$ cat config.mk
export PLATFORM = sky130hd
export DESIGN_NAME = ram_writer_flat
export DESIGN_NICKNAME = d
export VERILOG_FILES = /design/src/rtl/ram_writer_pkg.sv /design/src/rtl/ram_writer_if.sv /design/src/rtl/FA_sixteen.sv /design/src/rtl/ram_writer.sv /design/src/flat_wrapper.sv
export SDC_FILE = /design/constraint.sdc
export NUM_CORES = 1
export LEC_CHECK = 0
export CAP_MARGIN = 20
export CELL_PAD_IN_SITES_DETAIL_PLACEMENT = 2
export CELL_PAD_IN_SITES_GLOBAL_PLACEMENT = 2
export CORE_AREA = 8 8 132 134
export DETAILED_ROUTE_END_ITERATION = 8
export DIE_AREA = 0 0 140 142
export PLACE_DENSITY_LB_ADDON = 0.08
export SETUP_SLACK_MARGIN = 0.5
export SLEW_MARGIN = 10
export SYNTH_ARGS = -nofsm -noshare
export SYNTH_HDL_FRONTEND = slang
export SYNTH_HIERARCHICAL = 1
export SYNTH_SLANG_ARGS = --single-unit
$ cat constraint.sdc
create_clock -name clk -period 7.32 [get_ports clk]
set_input_delay 0.732 -clock clk [delete_from_list [all_inputs] [get_ports clk]]
set_output_delay 0.732 -clock clk [all_outputs]
set_load 0.05 [all_outputs]
$ cat src/rtl/ram_writer_pkg.sv
// Shared types and default sizes for the burst RAM writer.
package ram_writer_pkg;
  localparam int DEPTH_DEF  = 16;
  localparam int ADDR_W_DEF = 10;
  localparam int DATA_W_DEF = 8;
  localparam int LEN_W      = 5;
  localparam int SUM_W      = 16;

  typedef enum logic [1:0] {
    IDLE = 2'd0,
    LOAD = 2'd1,
    DONE = 2'd2
  } state_t;
endpackage

$ cat src/rtl/ram_writer_if.sv
// Request, producer stream, RAM write port and status bundle of the burst writer.
interface ram_writer_if
  import ram_writer_pkg::*;
#(
  parameter int ADDR_W = ADDR_W_DEF,
  parameter int DATA_W = DATA_W_DEF
) ();
  logic              start;
  logic [LEN_W-1:0]  len;
  logic [ADDR_W-1:0] base_addr;
  logic              in_valid;
  logic [DATA_W-1:0] in_data;
  logic              in_ready;
  logic              ram_we;
  logic [ADDR_W-1:0] ram_addr;
  logic [DATA_W-1:0] ram_data;
  logic              busy;
  logic              done;
  logic [LEN_W-1:0]  count;
  logic [SUM_W-1:0]  checksum;
  logic              err;

  modport master (
    output start, len, base_addr, in_valid, in_data,
    input  in_ready, ram_we, ram_addr, ram_data, busy, done, count, checksum, err
  );

  modport slave (
    input  start, len, base_addr, in_valid, in_data,
    output in_ready, ram_we, ram_addr, ram_data, busy, done, count, checksum, err
  );
endinterface

$ cat src/rtl/FA_sixteen.sv
// 16-bit adder used for the running checksum; carry out is dropped (mod 2^16).
module FA_sixteen (
  input  logic [15:0] A,
  input  logic [15:0] B,
  output logic [15:0] S
);
  assign S = A + B;
endmodule

$ cat src/rtl/ram_writer.sv
// Accepts a burst of len bytes from a valid/ready producer and writes them to
// consecutive RAM addresses starting at base_addr, accumulating a checksum.
//
// state | meaning
// IDLE  | waiting for start; illegal len or stray start pulses err
// LOAD  | accepting bytes while count < len, one RAM write per handshake
// DONE  | last write issued this cycle; done pulses, then back to IDLE
module ram_writer
  import ram_writer_pkg::*;
#(
  parameter int DEPTH  = DEPTH_DEF,
  parameter int ADDR_W = ADDR_W_DEF,
  parameter int DATA_W = DATA_W_DEF
) (
  input  logic        clk,
  input  logic        reset,
  ram_writer_if.slave bus
);
  state_t            state_q, state_d;
  logic [LEN_W-1:0]  len_q;
  logic [ADDR_W-1:0] base_q;
  logic [SUM_W-1:0]  sum_next;
  logic              legal_len;
  logic              hs;
  logic              last_hs;
  logic              accept_start;

  assign legal_len    = (bus.len != '0) && (bus.len <= LEN_W'(DEPTH));
  assign accept_start = (state_q == IDLE) && bus.start && legal_len;
  assign bus.in_ready = (state_q == LOAD) && (bus.count < len_q);
  assign hs           = bus.in_valid && bus.in_ready;
  assign last_hs      = hs && (bus.count == (len_q - LEN_W'(1)));

  FA_sixteen u_sum (
    .A (bus.checksum),
    .B (SUM_W'(bus.in_data)),
    .S (sum_next)
  );

  always_comb begin
    state_d = state_q;
    case (state_q)
      IDLE:    if (accept_start) state_d = LOAD;
      LOAD:    if (last_hs) state_d = DONE;
      DONE:    state_d = IDLE;
      default: state_d = IDLE;
    endcase
  end

  always_ff @(posedge clk) begin
    if (reset) begin
      state_q      <= IDLE;
      len_q        <= '0;
      base_q       <= '0;
      bus.ram_we   <= 1'b0;
      bus.ram_addr <= '0;
      bus.ram_data <= '0;
      bus.busy     <= 1'b0;
      bus.done     <= 1'b0;
      bus.err      <= 1'b0;
      bus.count    <= '0;
      bus.checksum <= '0;
    end else begin
      state_q    <= state_d;
      bus.ram_we <= hs;
      bus.busy   <= (state_d != IDLE);
      bus.done   <= (state_d == DONE);
      // any start outside IDLE is a protocol error, as is an out-of-range len
      bus.err    <= bus.start && ((state_q != IDLE) || !legal_len);
      if (accept_start) begin
        len_q        <= bus.len;
        base_q       <= bus.base_addr;
        bus.count    <= '0;
        bus.checksum <= '0;
      end
      if (hs) begin
        bus.ram_addr <= base_q + ADDR_W'(bus.count);
        bus.ram_data <= bus.in_data;
        bus.count    <= bus.count + LEN_W'(1);
        bus.checksum <= sum_next;
      end
    end
  end
endmodule

$ cat src/flat_wrapper.sv
// flat-port wrapper written by rule: the top's interface ports become plain ports
module ram_writer_flat import ram_writer_pkg::*;
#(
  parameter int DEPTH  = DEPTH_DEF,
  parameter int ADDR_W = ADDR_W_DEF,
  parameter int DATA_W = DATA_W_DEF
)
  (clk, reset, bus_start, bus_len, bus_base_addr, bus_in_valid, bus_in_data, bus_in_ready, bus_ram_we, bus_ram_addr, bus_ram_data, bus_busy, bus_done, bus_count, bus_checksum, bus_err);
  ram_writer_if #(.ADDR_W(ADDR_W), .DATA_W(DATA_W)) bus_i ();
  input  logic clk;
  input  logic reset;
  input wire logic [$bits(bus_i.start)-1:0] bus_start;
  input wire logic [$bits(bus_i.len)-1:0] bus_len;
  input wire logic [$bits(bus_i.base_addr)-1:0] bus_base_addr;
  input wire logic [$bits(bus_i.in_valid)-1:0] bus_in_valid;
  input wire logic [$bits(bus_i.in_data)-1:0] bus_in_data;
  output wire logic [$bits(bus_i.in_ready)-1:0] bus_in_ready;
  output wire logic [$bits(bus_i.ram_we)-1:0] bus_ram_we;
  output wire logic [$bits(bus_i.ram_addr)-1:0] bus_ram_addr;
  output wire logic [$bits(bus_i.ram_data)-1:0] bus_ram_data;
  output wire logic [$bits(bus_i.busy)-1:0] bus_busy;
  output wire logic [$bits(bus_i.done)-1:0] bus_done;
  output wire logic [$bits(bus_i.count)-1:0] bus_count;
  output wire logic [$bits(bus_i.checksum)-1:0] bus_checksum;
  output wire logic [$bits(bus_i.err)-1:0] bus_err;
  assign bus_i.start = bus_start;
  assign bus_i.len = bus_len;
  assign bus_i.base_addr = bus_base_addr;
  assign bus_i.in_valid = bus_in_valid;
  assign bus_i.in_data = bus_in_data;
  assign bus_in_ready = bus_i.in_ready;
  assign bus_ram_we = bus_i.ram_we;
  assign bus_ram_addr = bus_i.ram_addr;
  assign bus_ram_data = bus_i.ram_data;
  assign bus_busy = bus_i.busy;
  assign bus_done = bus_i.done;
  assign bus_count = bus_i.count;
  assign bus_checksum = bus_i.checksum;
  assign bus_err = bus_i.err;
  ram_writer #(.DEPTH(DEPTH), .ADDR_W(ADDR_W), .DATA_W(DATA_W)) u_core (.clk(clk), .reset(reset), .bus(bus_i));
endmodule
Figure 1. Power grid.
Pins as bars on the die edge.
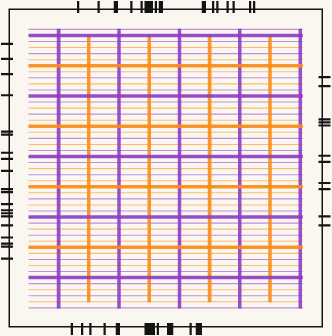
colour	net
purple	VSS
orange	VDD
met5 straps	9
signal pins	71
peak supply drop: 0.0954 mV
die height: 142 um
Core Region: 15400 um2
Die Span X: 140 um

Figure 2. Cell classes on the final placement.
Bar = 50 um.
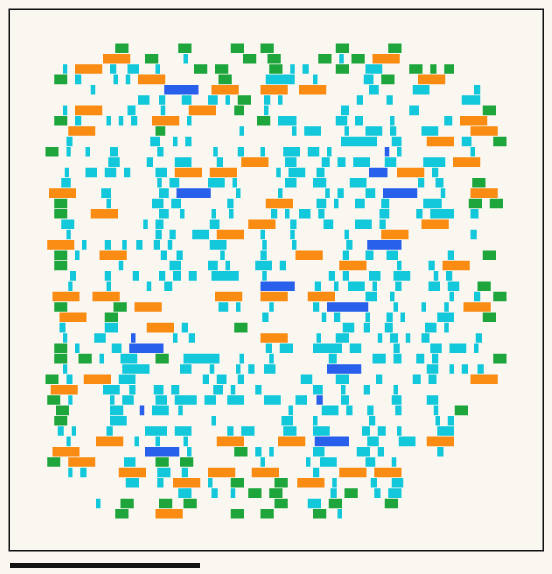
colour	class	cells
cyan	remaining logic cells	366
orange	registers	60
green	remaining buffers and delay cells	73
blue	clock drivers and dummy loads	15
Seq/total area: 0.246
row count: 46
Final Cell Area: 4880 um2

Figure 3. Clock network drawn from the DEF.
Bar = 50 um.
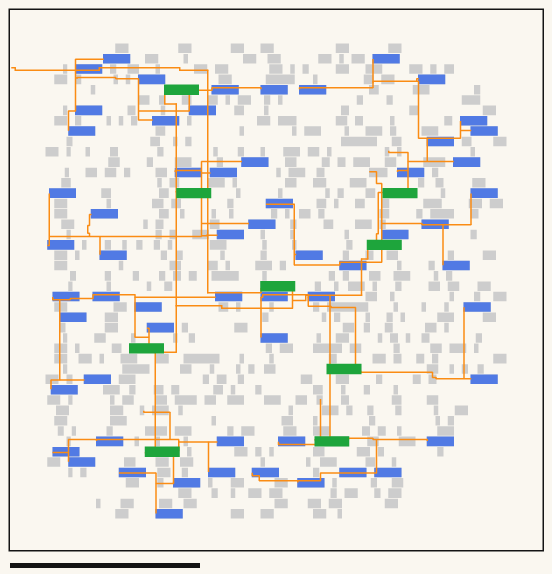
[blue] flip-flops | count: 60
[green] clock-net drivers | count: 9
[orange] clock wires | length: 1230 um
flops lie	all over the die
routed clock nets	10
Late-Pin Clk Latency: 0.34 ns
Clk power: 427 uW
Clk pwr share: 0.472
Setup Skew: 0.00558 ns

Figure 4. Signal wires by layer.
Only two layers are drawn.
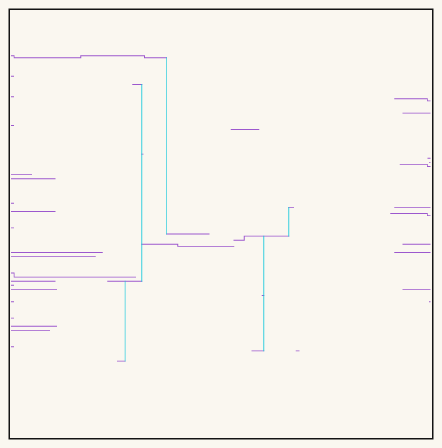
colour	layer	wire length
cyan	M4	198 um
purple	M3	439 um
via count: 3465
GR Util All Layers: 0.133
Routed WL: 12700 um
DR WL/cell: 17.9 um

==> power groups by stage <==
stage	Sequential, mW	Clock, mW	Combinational [mW]
final	0.343	0.427	0.134
after global routing	0.345	0.456	0.147
after CTS	0.343	0.448	0.137
after detailed placement	0.350	0	0.136
after global placement	0.350	0	0.133
after floorplan	0.364	0	0.0778
==> worst paths after layout <==
path | end | from | slack (ns)
min reg2reg | u_core/bus.ram_addr[3] | u_core/bus.ram_addr[3] | 0.46
max | bus_in_ready | u_core/bus.count[1] | 3.95
max reg2reg | u_core/bus.ram_addr[9] | u_core/bus.count[1] | 4.81
min | u_core/bus.ram_addr[3] | u_core/bus.ram_addr[3] | 0.46
==> ci_impl_report.md <==
## Implementation flow summary

| Metric | Value |
|---|---|
| Total CTS buffers | `9` |
| Flip-flop and latch area | `1200 um2` |
| Hold Fails Final Rpt | `0` |
| Ys flop type | `dfxtp_1` |
| Reg clk slew, reported paths | `approximately 0.05 ns` |
| Setup TNS | `0 ns` |
| First-pass GRT wire length | `around 21000 um` |
| CLK BUF | `13` |
| Final Hold Slack | `between 0.4 and 0.5 ns` |
| Max_cap viols | `0` |
| # Cells Yosys | `between 400 and 500` |
| Worst EP arrival | `2.64 ns` |
| Ant diodes | `0` |
| Post-synth area hogs | `dfxtp_1, ha_1, nand2_1` |
| FFs & Latches | `60` |
| Crit path largest cell delay | `0.84 ns` |
| Top flop regs | `u_core/bus.checksum (16), u_core/base_q (10), u_core/bus.ram_addr (10)` |
| Worst slack, placed | `3.96 ns` |
| Final worst-path cycle share | `0.460` |
| Sequential power share | `0.380` |
| Initial antenna violation count | `0` |
| Floorplan Utilization | `0.244` |
| Met2 Usage GRT | `0.231` |
| Synth cell types | `about 67` |
| Yosys top cell by instances | `nand2_1` |
| Power Internal | `roughly 660 uW` |
| # IOs | `a little over 70` |
| Min setup slack post-route | `a little under 4 ns` |
| Buffering overhead | `0.147` |
| Maximum clock insertion buffer count | `2` |
| M1 GR Usage | `0.155` |
| Chip area | `19900 um2` |
| Power consumption | `903 uW` |
| Clk sinks | `around 60` |
| Type of origin of the critical path | `flop` |
| FILL cells | `around 1800` |
| ANT nets after route | `0` |
| Worst path bufs/invs | `1` |
| DR WL met2 | `between 6000 and 7000 um` |
| Worst hold stages | `2` |
| Routing usage on met3 | `0.0325` |
| CTS HTree Levels | `3` |
| Vias per Instance | `4.91` |
| Synthesized flop and latch total | `roughly 60` |
| Net Sw Power | `approximately 250 uW` |
| Synth area leader | `dfxtp_1` |
| Rel. slew slack | `0.500` |
| Top class by area | `logic gates` |
| CP Depth | `6` |
| Wire length on met1 | `about 5800 um` |
| Aoi share | `0.215` |
| Post-Syn Area per Cell | `8.50 um2` |
| Pin count of the biggest net entering global routing | `60` |
| Post-route insts no fill | `706` |
| Fin util | `0.316` |
| Tool warnings | `26` |
| Post-synth ARST share | `0` |
| Non-clk bufs | `between 70 and 80` |
| Max layer used | `met4` |
| WS Path Type | `reg2out` |
| Cell Area, Placed | `about 4600 um2` |
| Sw frac | `0.272` |
| Simple-Gate Fraction of Synth Area | `0.258` |
| PwrDens | `185 nW/um2` |
| Fmax | `0.297 GHz` |
| Tapcells | `between 150 and 200` |
| Cell family with most CP delay | `buffers and inverters` |
| Syn Inst Count | `about 440` |
| Max reg flops | `16` |
| Worst-Margin Slew | `roughly 0.75 ns` |
| ClkCell Share | `0.0585` |
| Power share of the combinational group | `0.148` |
| Largest Register | `u_core/bus.checksum` |
| Layout overhead on the synthesized area | `29.8%` |
| XOR-XNOR Cells, Area Fraction | `0.0509` |
| CP Cell Sequence | `ha_1 -> nor2b_4 -> o2111ai_4 -> nand2_2 -> nor3_1 -> clkdlybuf4s50_1` |
| Register share after synthesis | `0.320` |
| Run status | `completed` |
| Root buffer cell | `clkbuf_16` |
| Logic area | `roughly 2400 um2` |
| Leak | `between 1.5 and 2 nW` |
| CP Data Required Time | `between 6 and 7 ns` |
| Final Setup Violations | `0` |
| # DRC | `0` |
| RSZ-0062 raised after global routing | `false` |
| Post-synth EDFFs | `0` |
| Layout cells sized above 1 | `0.0973` |
| Tightest Hold Check Type | `reg2reg` |
| Hold-fix buffer count after cts | `0` |
| Top cells excl fill/tap | `nand2_1, clkdlybuf4s50_1, dfxtp_1` |
| CP endpoint kind | `output port` |
| Top Usage Layer GRT | `met2` |
| Yosys stat chip area | `approximately 3800 um2` |
| Vias in the first global route | `around 4000` |
| Logic share of the area | `0.487` |
| Final net count | `approximately 570` |
| GPL Wtd Cong | `slightly above 0.7` |
| #MultiIn Comb | `about 350` |
| Routed met3 length | `roughly 440 um` |
| Slowest CP cell | `clkdlybuf4s50_1` |
| Post-synthesis adder-cell area fraction | `0.101` |
| Synth warn | `6` |
| Top cell excl fill/tap | `nand2_1` |
| Min Clock Period, post-route | `between 3 and 4 ns` |
| Mux share | `0` |
| 1st-pass router iterations | `4` |
| Max-area cell share | `0.320` |
| Prevailing logic family in the synthesized netlist | `simple AND/OR/NAND/NOR gates` |
| Placed Cells | `between 600 and 700` |
| Critical Path Fanout Max | `8` |
| Total gr overflow | `0` |
| Post-CTS Resized | `0` |
| Total setup buffers inserted after CTS | `0` |
| Drt first-iter violations | `slightly above 90` |
| Mapped cell area | `about 3800 um2` |
| Final Max Slew Viols | `0` |
| PortBufs | `roughly 70` |
| CTS tree | `done` |
| Commonest cells in the netlist | `nand2_1, dfxtp_1, a21oi_1` |
No activity file was given, so power comes from the tool's default toggle rates.
